File: src/rtl/clean_pulse_if.sv
// Request/pulse bundle for clean_pulse_gen. The master side is the control logic.
// The slave side is the pulse generator.
interface clean_pulse_if #(
    parameter int CTR_WIDTH  = 20,
    parameter int PEND_WIDTH = 4
);
    logic                  en;
    logic                  req;
    logic [CTR_WIDTH-1:0]  high_len;
    logic [CTR_WIDTH-1:0]  low_len;
    logic                  pulse_out;
    logic                  busy;
    logic                  done;
    logic [PEND_WIDTH-1:0] pend_cnt;
    logic                  overflow;

    modport master (
        output en, req, high_len, low_len,
        input  pulse_out, busy, done, pend_cnt, overflow
    );

    modport slave (
        input  en, req, high_len, low_len,
        output pulse_out, busy, done, pend_cnt, overflow
    );
endinterface

File: src/rtl/clean_pulse_gen.sv
// Turns request strobes into pulses with a guaranteed minimum HIGH width and LOW gap.
// Requests that arrive while a pulse is running wait in a saturating counter.
module clean_pulse_gen #(
    parameter int CTR_WIDTH  = 20,
    parameter int PEND_WIDTH = 4
) (
    input  logic          clk,
    input  logic          rst,
    clean_pulse_if.slave  bus
);
    typedef enum logic [1:0] {IDLE, HIGH, LOW} state_t;

    localparam logic [CTR_WIDTH-1:0]  CTR_ONE  = 1;
    localparam logic [PEND_WIDTH-1:0] PEND_ONE = 1;

    state_t                state, state_nxt;
    logic [CTR_WIDTH-1:0]  ctr, ctr_nxt;
    logic [PEND_WIDTH-1:0] pend, pend_nxt;
    logic                  pulse_q, pulse_nxt;
    logic                  done_q, done_nxt;
    logic                  busy_q;
    logic                  ovf_q, ovf_nxt;
    logic                  slot_free;
    logic                  launch;

    function automatic logic [CTR_WIDTH-1:0] at_least_one(input logic [CTR_WIDTH-1:0] v);
        return (v == '0) ? CTR_ONE : v;
    endfunction

    always_ff @(posedge clk) begin
        if (rst) begin
            state   <= IDLE;
            ctr     <= '0;
            pend    <= '0;
            pulse_q <= 1'b0;
            done_q  <= 1'b0;
            busy_q  <= 1'b0;
            ovf_q   <= 1'b0;
        end else begin
            state   <= state_nxt;
            ctr     <= ctr_nxt;
            pend    <= pend_nxt;
            pulse_q <= pulse_nxt;
            done_q  <= done_nxt;
            busy_q  <= (state_nxt != IDLE);
            ovf_q   <= ovf_nxt;
        end
    end

    always_comb begin
        state_nxt = state;
        ctr_nxt   = ctr;
        pulse_nxt = pulse_q;
        pend_nxt  = pend;
        ovf_nxt   = ovf_q;

        // A new pulse may start from IDLE or on the final cycle of the LOW gap.
        slot_free = (state == IDLE) || (state == LOW && ctr == CTR_ONE);
        launch    = bus.en && (pend != '0 || bus.req) && slot_free;

        case (state)
            IDLE: begin
                if (launch) begin
                    state_nxt = HIGH;
                    pulse_nxt = 1'b1;
                    ctr_nxt   = at_least_one(bus.high_len);
                end
            end
            HIGH: begin
                if (ctr == CTR_ONE) begin
                    state_nxt = LOW;
                    pulse_nxt = 1'b0;
                    ctr_nxt   = at_least_one(bus.low_len);
                end else begin
                    ctr_nxt = ctr - CTR_ONE;
                end
            end
            LOW: begin
                if (ctr == CTR_ONE) begin
                    if (launch) begin
                        state_nxt = HIGH;
                        pulse_nxt = 1'b1;
                        ctr_nxt   = at_least_one(bus.high_len);
                    end else begin
                        state_nxt = IDLE;
                        ctr_nxt   = '0;
                    end
                end else begin
                    ctr_nxt = ctr - CTR_ONE;
                end
            end
            default: begin
                state_nxt = IDLE;
                pulse_nxt = 1'b0;
                ctr_nxt   = '0;
            end
        endcase

        done_nxt = (state_nxt == LOW) && (ctr_nxt == CTR_ONE);

        // A request launched in its own cycle never touches the queue.
        case ({bus.req, launch})
            2'b10: begin
                if (&pend) ovf_nxt = 1'b1;
                else       pend_nxt = pend + PEND_ONE;
            end
            2'b01:   pend_nxt = pend - PEND_ONE;
            default: pend_nxt = pend;
        endcase
    end

    assign bus.pulse_out = pulse_q;
    assign bus.busy      = busy_q;
    assign bus.done      = done_q;
    assign bus.pend_cnt  = pend;
    assign bus.overflow  = ovf_q;
endmodule

File: src/flat_wrapper.sv
// flat-port wrapper written by rule: the top's interface ports become plain ports
module clean_pulse_gen_flat 
#(
    parameter int CTR_WIDTH  = 20,
    parameter int PEND_WIDTH = 4
)
  (clk, rst, bus_en, bus_req, bus_high_len, bus_low_len, bus_pulse_out, bus_busy, bus_done, bus_pend_cnt, bus_overflow);
  clean_pulse_if #(.CTR_WIDTH(CTR_WIDTH), .PEND_WIDTH(PEND_WIDTH)) bus_i ();
  input  logic clk;
  input  logic rst;
  input wire logic [$bits(bus_i.en)-1:0] bus_en;
  input wire logic [$bits(bus_i.req)-1:0] bus_req;
  input wire logic [$bits(bus_i.high_len)-1:0] bus_high_len;
  input wire logic [$bits(bus_i.low_len)-1:0] bus_low_len;
  output wire logic [$bits(bus_i.pulse_out)-1:0] bus_pulse_out;
  output wire logic [$bits(bus_i.busy)-1:0] bus_busy;
  output wire logic [$bits(bus_i.done)-1:0] bus_done;
  output wire logic [$bits(bus_i.pend_cnt)-1:0] bus_pend_cnt;
  output wire logic [$bits(bus_i.overflow)-1:0] bus_overflow;
  assign bus_i.en = bus_en;
  assign bus_i.req = bus_req;
  assign bus_i.high_len = bus_high_len;
  assign bus_i.low_len = bus_low_len;
  assign bus_pulse_out = bus_i.pulse_out;
  assign bus_busy = bus_i.busy;
  assign bus_done = bus_i.done;
  assign bus_pend_cnt = bus_i.pend_cnt;
  assign bus_overflow = bus_i.overflow;
  clean_pulse_gen #(.CTR_WIDTH(CTR_WIDTH), .PEND_WIDTH(PEND_WIDTH)) u_core (.clk(clk), .rst(rst), .bus(bus_i));
endmodule
File: config.mk
export PLATFORM = sky130hd
export DESIGN_NAME = clean_pulse_gen_flat
export DESIGN_NICKNAME = d
export VERILOG_FILES = /design/src/rtl/clean_pulse_if.sv /design/src/rtl/clean_pulse_gen.sv /design/src/flat_wrapper.sv
export SDC_FILE = /design/constraint.sdc
export NUM_CORES = 1
export LEC_CHECK = 0
export CAP_MARGIN = 40
export CORE_UTILIZATION = 35
export DETAILED_ROUTE_END_ITERATION = 16
export HOLD_SLACK_MARGIN = 0.03
export SYNTH_ARGS = -nofsm -noshare
export SYNTH_HDL_FRONTEND = slang
export SYNTH_SLANG_ARGS = --single-unit
File: constraint.sdc
create_clock -name clk -period 2.7 [get_ports clk]
set_input_delay 0.81 -clock clk [delete_from_list [all_inputs] [get_ports clk]]
set_output_delay 0.81 -clock clk [all_outputs]
set_load 0.05 [all_outputs]
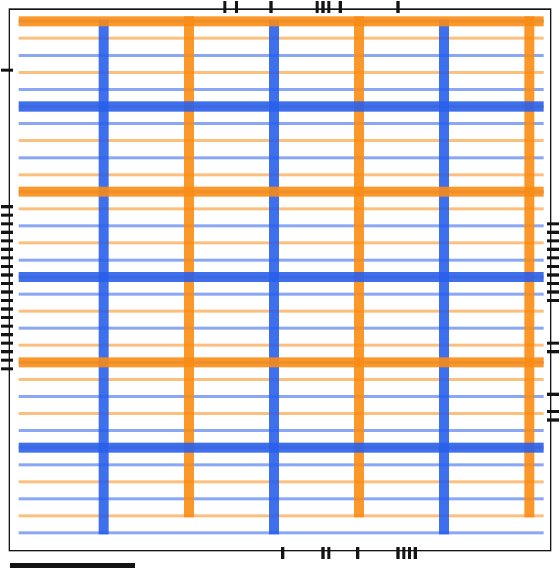
Figure 1: run 1, PDN straps and rails.
Scale bar: 20 um. Pins as bars on the die edge.
Key: blue = VSS; orange = VDD
31 met1 rails follow the rows. The core has 30 rows. 52 signal pins sit on the boundary. 6 straps on met5. 6 straps on met4.

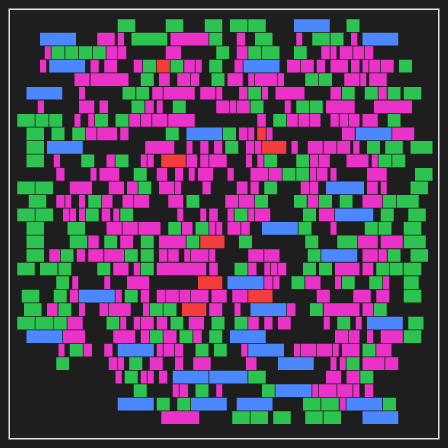
Figure 2: run 1, cells coloured by class.
Key: green = other buffers and delay cells [cells 175, share of their area 36%]; red = clock drivers and dummy loads [cells 8, share of their area 2.3%]; blue = flip-flops [cells 30, share of their area 15%]; magenta = all other logic [cells 285, share of their area 47%]

==> changes_impl.md, run 1 <==
## Implementation

- CTS resizes: 14
- Delay-heaviest family, CP: AND-OR/OR-AND gates
- Worst hold start: u_core.bus.overflow$_SDFFE_PP0P_
- Top Layout Cells: buf_4 (122), nor2_1 (48), clkdlybuf4s50_1 (46)
- DR top layer: met4
- Reg area: 604 um2
- Syn Area/Cell: 7.48 um2
- Final setup margin: 46.7 ps
- Layout clock area frac: 0.0226
- Fin crit period: approximately 2700 ps
- Top class by area: combinational gates
- Post-CTS Hold Buffers: 0
- Area growth syn-to-layout: 69.6%
- Flops after synth: 30
- Final worst clock skew: 9.95 ps
- Outcome: complete, no violations
- Synthesis area per yosys: 2480 um2
- Well Taps: approximately 96
- I/O pins: ~52
- Hold path cells: 2
- Bufs w/o clock: ~180
- Min Hold Slack: 483 ps
- Max incr delay on CP: approximately 400 ps
- Sequential Power Share: 0.199
- Post-Route WL: ~11000 um
- Largest net degree at the start of global routing: 14
- Seq area share: 0.144
- Worst EP arrival: approximately 2900 ps
- Ratio of cells with drive above 1 in the final layout: 0.345
- Mux cell area share: 0.0334
- LEAKAGE: 0.00179 uW
- Pwr Total: 3230 uW
- Cells along the critical path: nor4_4 -> nand4_4 -> buf_4 -> o221a_1 -> a311oi_1 -> o32a_2 -> nand4_1 -> o31ai_1 -> and4_1
- Inverters: 9
- Total iterations of the first detailed-routing run: 5
- Clk root buf: clkbuf_8
- Worst hold-check path type: flip-flop to flip-flop
- # diodes: 0
- Sw frac: 0.443
- Sequential area share after synthesis: 0.243
- EDFF count, synth: 0
- Die W: 86.1 um
- Worst Setup EP: u_core.bus.done$_SDFF_PP0_
- WL per Instance: 18.4 um
- DR WL met3: 792 um
- Total CTS buffers: 5
- Clk buf depth: 2
- Max Cap Viol: 0
- Slowest stage cell, crit path: nor4_4
- Tool warnings: 27
- DRC viols: 0
- Yosys Instances: ~330
- Top power group: combinational logic
- Yosys aoi share: 0.269
- Post-Syn Area: 2480 um2
- Core Box Area: 6830 um2
- Final Cell Area: between 4000 and 5000 um2
- Number of antenna violations at the first check in global routing: 0
- Fin nets: 546
- Total GRT Usage: 0.310
- Seq group: 642 uW
- Setup TNS: 0 ps
- First-pass GRT wire length: 17400 um
- Final Max Tran Viols: 0
- Clock share of power: 0.126
- Simple Share, Synth: 0.346
- Switching power: ~1400 uW
- Combinational Power Share: 0.676
- Fill count: 638
- Die Y: ~86 um
- Non-Filler Instances: roughly 590
- Crit path launch type: flip-flop
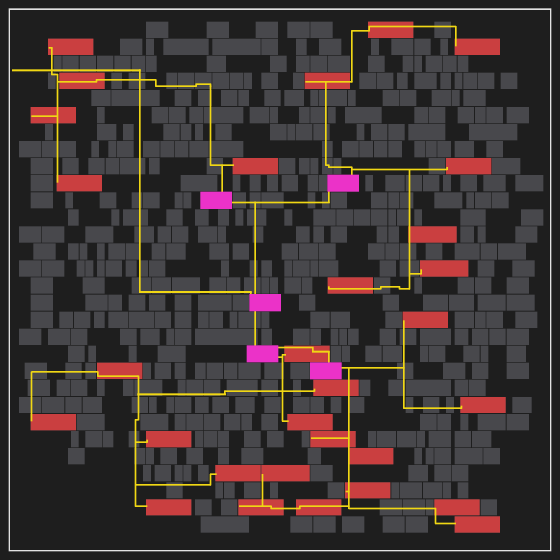
Figure 3: run 1, clock network drawn from the DEF.
Key: yellow = clock wires [length 541 um]; red = flip-flops [count 30]; magenta = cells driving clock nets [count 5]
There are 6 routed clock nets.

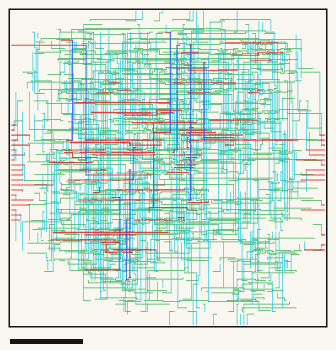
Figure 4: run 1, wiring by layer.
Scale bar: 20 um.
Key: red = met3 [wire length 792 um]; green = met1 [wire length 4880 um]; blue = met4 [wire length 279 um]; cyan = met2 [wire length 5000 um]

## Run 2: what changed since run 1
--- a/config.mk
+++ b/config.mk
@@ -9,6 +9,7 @@
 export CORE_UTILIZATION = 35
 export DETAILED_ROUTE_END_ITERATION = 16
 export HOLD_SLACK_MARGIN = 0.03
+export SLEW_MARGIN = 20
 export SYNTH_ARGS = -nofsm -noshare
 export SYNTH_HDL_FRONTEND = slang
 export SYNTH_SLANG_ARGS = --single-unit
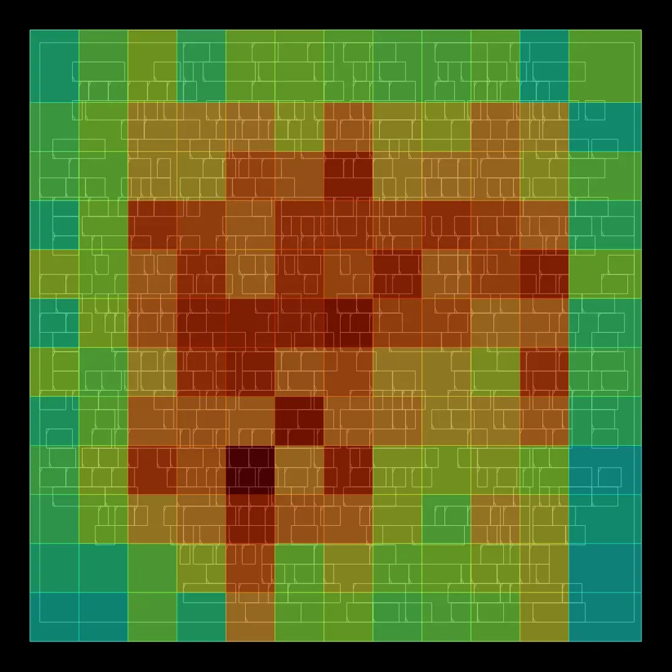
Figure 5: run 2, congestion heat map.
M3 GR Usage: 0.0395
fin util: 0.615
WL per Instance: 18.4 um

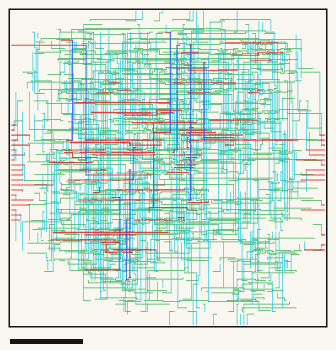
Figure 6: run 2, wiring by layer.
Scale bar: 20 um.
Key: red = met3 [wire length 792 um]; green = met1 [wire length 4880 um]; cyan = met2 [wire length 5000 um]; blue = met4 [wire length 279 um]

==> changes_impl.md, run 2 <==
## Implementation

- Min Hold Slack: 483 ps (unchanged)
- Cells along the critical path: nor4_4 -> nand4_4 -> buf_4 -> o221a_1 -> a311oi_1 -> o32a_2 -> nand4_1 -> o31ai_1 -> and4_1
- Worst reg2reg path startpoint: u_core.ctr[13]$_SDFF_PP0_
- Post-layout period usage: 0.983
- Hold path cells: 2 (unchanged)
- CTS tree: yes
- H-Tree Depth: 2
- Seq area share: 0.144 (unchanged)
- Yosys aoi share: 0.269 (unchanged)
- Final Max Tran Viols: 0 (unchanged)
- Worst hold-check path type: flip-flop to flip-flop
- Pwr dens: 768 nW/um2
- Bufs w/o clock: 175 (unchanged)
- Final worst clock skew: 9.95 ps (unchanged)
- Top Layout Cells: buf_4 (122), nor2_1 (48), clkdlybuf4s50_1 (46)
- Biggest area cells: dfxtp_1 (24%), nor2_1 (7.6%), a21oi_1 (4.6%)
- Tool warnings: 27 (unchanged)
- Crit path launch type: flip-flop
- Slowest stage cell, crit path: nor4_4
- Flops after synth: 30 (unchanged)
- DRT iter0 DRCs: 405
- Syn Area/Cell: 7.48 um2 (unchanged)
- Reg area: 604 um2 (unchanged)
- Pint: 1800 uW
- Yosys Instances: 331 (unchanged)
- Simple Share, Synth: 0.346 (unchanged)
- DR top layer: met4
- Top class by area: combinational gates
- Syn Nets: 380
- Final setup viols: 0
- LEAKAGE: 0.00179 uW (unchanged)
- First-pass GRT wire length: 17400 um (unchanged)
- Post-Route WL: 10900 um (unchanged)
- Number of antenna violations at the first check in global routing: 0 (unchanged)
- Combinational Power Share: 0.676 (about the same)
- Yosys adder share: 0.0283
- Met1 wire length: between 4000 and 5000 um
- Clock share of power: 0.126 (about the same)
- Floorplan core density: 0.362
- Clk root buf: clkbuf_8
- Worst EP arrival: 2890 ps (about the same)
- Die W: 86.1 um (unchanged)
- Sw frac: 0.443 (unchanged)
- Flops: 30
- # diodes: 0 (unchanged)
- Outcome: complete, no violations
- Final setup margin: 46.7 ps (unchanged)
- Largest net degree at the start of global routing: 14 (unchanged)
- Worst reg2reg path depth: 9
- Max Cap Viol: 0 (unchanged)
- Total CTS buffers: 5 (unchanged)
- Delay-heaviest family, CP: AND-OR/OR-AND gates
- Setup TNS: 0 ps (unchanged)
- Pwr Total: 3230 uW (unchanged)
- DRC viols: 0 (unchanged)
- Logic area: 1880 um2
- Total GRT Usage: 0.310 (unchanged)
- Largest Register: u_core.ctr
- Final Cell Area: 4200 um2 (unchanged)
- Layout clock area frac: 0.0226 (unchanged)
- Worst Setup EP: u_core.bus.done$_SDFF_PP0_
- Synthesis area per yosys: 2480 um2 (unchanged)
- Fill count: 638 (unchanged)
- Sequential Power Share: 0.199 (about the same)
- Max incr delay on CP: 410 ps (about the same)
- DR WL met3: 792 um (unchanged)
- Total iterations of the first detailed-routing run: 5 (unchanged)
- Die Y: 86.1 um (unchanged)
- Area growth syn-to-layout: 69.6% (unchanged)
- CTS resizes: 14 (unchanged)
- Switching power: 1430 uW (unchanged)
- Well Taps: 96 (unchanged)
- Non-Filler Instances: 594 (unchanged)
- Ratio of cells with drive above 1 in the final layout: 0.345 (unchanged)
- Asr flop ratio synth: 0
- Worst hold start: u_core.bus.overflow$_SDFFE_PP0P_
- Fin crit period: 2650 ps (unchanged)
- Sequential area share after synthesis: 0.243 (unchanged)
- Inverters: 9 (unchanged)
- Clk buf depth: 2 (unchanged)
- Mux cell area share: 0.0334 (unchanged)
- Fin nets: 546 (unchanged)
- EDFF count, synth: 0 (unchanged)
- Seq group: 642 uW (about the same)
- Top power group: combinational logic
- Core Box Area: 6830 um2 (unchanged)
- Post-CTS Hold Buffers: 0 (unchanged)
- I/O pins: 52 (unchanged)
- IO Port Bufs: 51
- Post-Syn Area: 2480 um2 (unchanged)
## Run 3: what changed since run 2
--- a/config.mk
+++ b/config.mk
@@ -5,9 +5,10 @@
 export SDC_FILE = /design/constraint.sdc
 export NUM_CORES = 1
 export LEC_CHECK = 0
-export CAP_MARGIN = 40
+export CAP_MARGIN = 10
 export CORE_UTILIZATION = 35
 export DETAILED_ROUTE_END_ITERATION = 16
+export GPL_ROUTABILITY_DRIVEN = 0
 export HOLD_SLACK_MARGIN = 0.03
 export SLEW_MARGIN = 20
 export SYNTH_ARGS = -nofsm -noshare
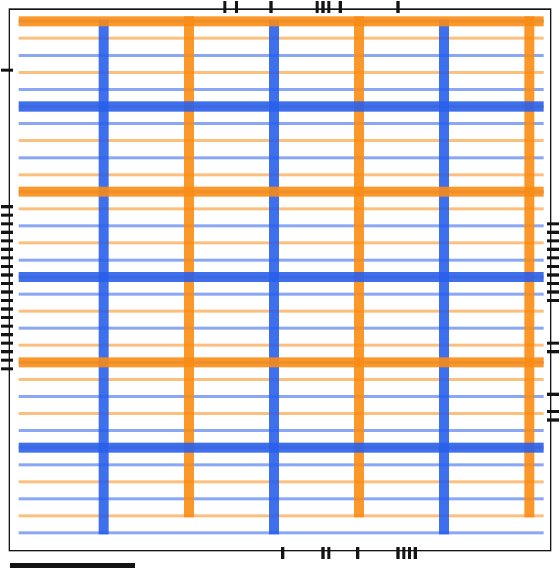
Figure 7: run 3, PDN straps and rails.
Scale bar: 20 um. Pins as bars on the die edge.
Key: orange = VDD; blue = VSS
6 straps on met4. The core has 30 rows. 52 signal pins sit on the boundary. 31 met1 rails follow the rows.

==> changes_impl.md, run 3 <==
## Implementation

- Total GRT Usage: 0.292 (-0.0183)
- Sequential area share after synthesis: 0.243 (unchanged)
- H-Tree Depth: 2 (unchanged)
- Seq group: 652 uW (+2%)
- Biggest area cells: dfxtp_1 (24%), nor2_1 (7.6%), a21oi_1 (4.6%)
- Final worst clock skew: 6.52 ps (-3.42 ps)
- Ratio of cells with drive above 1 in the final layout: 0.328 (-0.0175)
- Largest Register: u_core.ctr
- Die W: 86.1 um (unchanged)
- First-pass GRT wire length: 16500 um (-5.0%)
- Setup TNS: 0 ps (unchanged)
- Asr flop ratio synth: 0 (unchanged)
- Top Layout Cells: buf_4 (111), nor2_1 (48), clkdlybuf4s50_1 (47)
- Worst hold start: u_core.bus.overflow$_SDFFE_PP0P_
- Number of antenna violations at the first check in global routing: 0 (unchanged)
- Post-CTS Hold Buffers: 0 (unchanged)
- Worst EP arrival: 2900 ps (about the same)
- Reg area: 603 um2 (-0.21%)
- Combinational Power Share: 0.625 (-0.051)
- Total CTS buffers: 5 (unchanged)
- Pwr Total: 3320 uW (+2.9%)
- Max incr delay on CP: 450 ps (+40 ps)
- Final setup viols: 0 (unchanged)
- Min Hold Slack: 508 ps (+25.4 ps)
- Clk buf depth: 2 (unchanged)
- EDFF count, synth: 0 (unchanged)
- WL per Instance: 18.3 um (-0.55%)
- Total iterations of the first detailed-routing run: 6 (+1)
- Final Max Tran Viols: 0 (unchanged)
- Sequential Power Share: 0.196 (-0.003)
- Layout clock area frac: 0.0342 (+0.0116)
- Slowest stage cell, crit path: clkdlybuf4s50_1
- DR WL met3: 974 um (+23%)
- IO Port Bufs: 51 (unchanged)
- Logic area: 1880 um2 (-0.27%)
- Synthesis area per yosys: 2480 um2 (unchanged)
- Worst reg2reg path depth: 9 (unchanged)
- Core Box Area: 6830 um2 (unchanged)
- Yosys aoi share: 0.269 (unchanged)
- Switching power: 1420 uW (-1.0%)
- Mux cell area share: 0.0334 (unchanged)
- M3 GR Usage: 0.0481 (+0.00866)
- Final Cell Area: 4170 um2 (-0.83%)
- Bufs w/o clock: 165 (-5.7%)
- Fin nets: 536 (-1.8%)
- Worst reg2reg path startpoint: u_core.ctr[14]$_SDFF_PP0_
- Flops after synth: 30 (unchanged)
- Fin crit period: 2670 ps (+12.1 ps)
- Simple Share, Synth: 0.346 (unchanged)
- Hold path cells: 2 (unchanged)
- Fill count: 645 (+1.1%)
- Seq area share: 0.145 (+0.000910)
- Non-Filler Instances: 584 (-1.7%)
- Outcome: complete, no violations
- Syn Nets: 380 (unchanged)
- Met1 wire length: 4420 um (-9.5%)
- Yosys Instances: 331 (unchanged)
- CTS resizes: 16 (+2)
- Worst hold-check path type: flip-flop to flip-flop
- Crit path launch type: input pin
- Max Cap Viol: 0 (unchanged)
- Well Taps: 96 (unchanged)
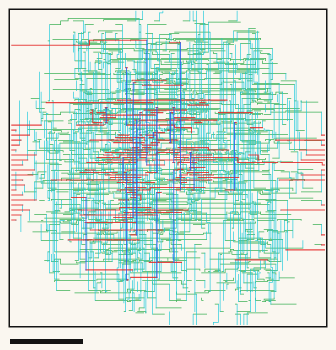
Figure 8: run 3, wiring by layer.
Scale bar: 20 um.
Key: red = met3 [wire length 974 um]; green = met1 [wire length 4420 um]; blue = met4 [wire length 351 um]; cyan = met2 [wire length 4960 um]

Power is estimated from default activity; no workload was simulated.
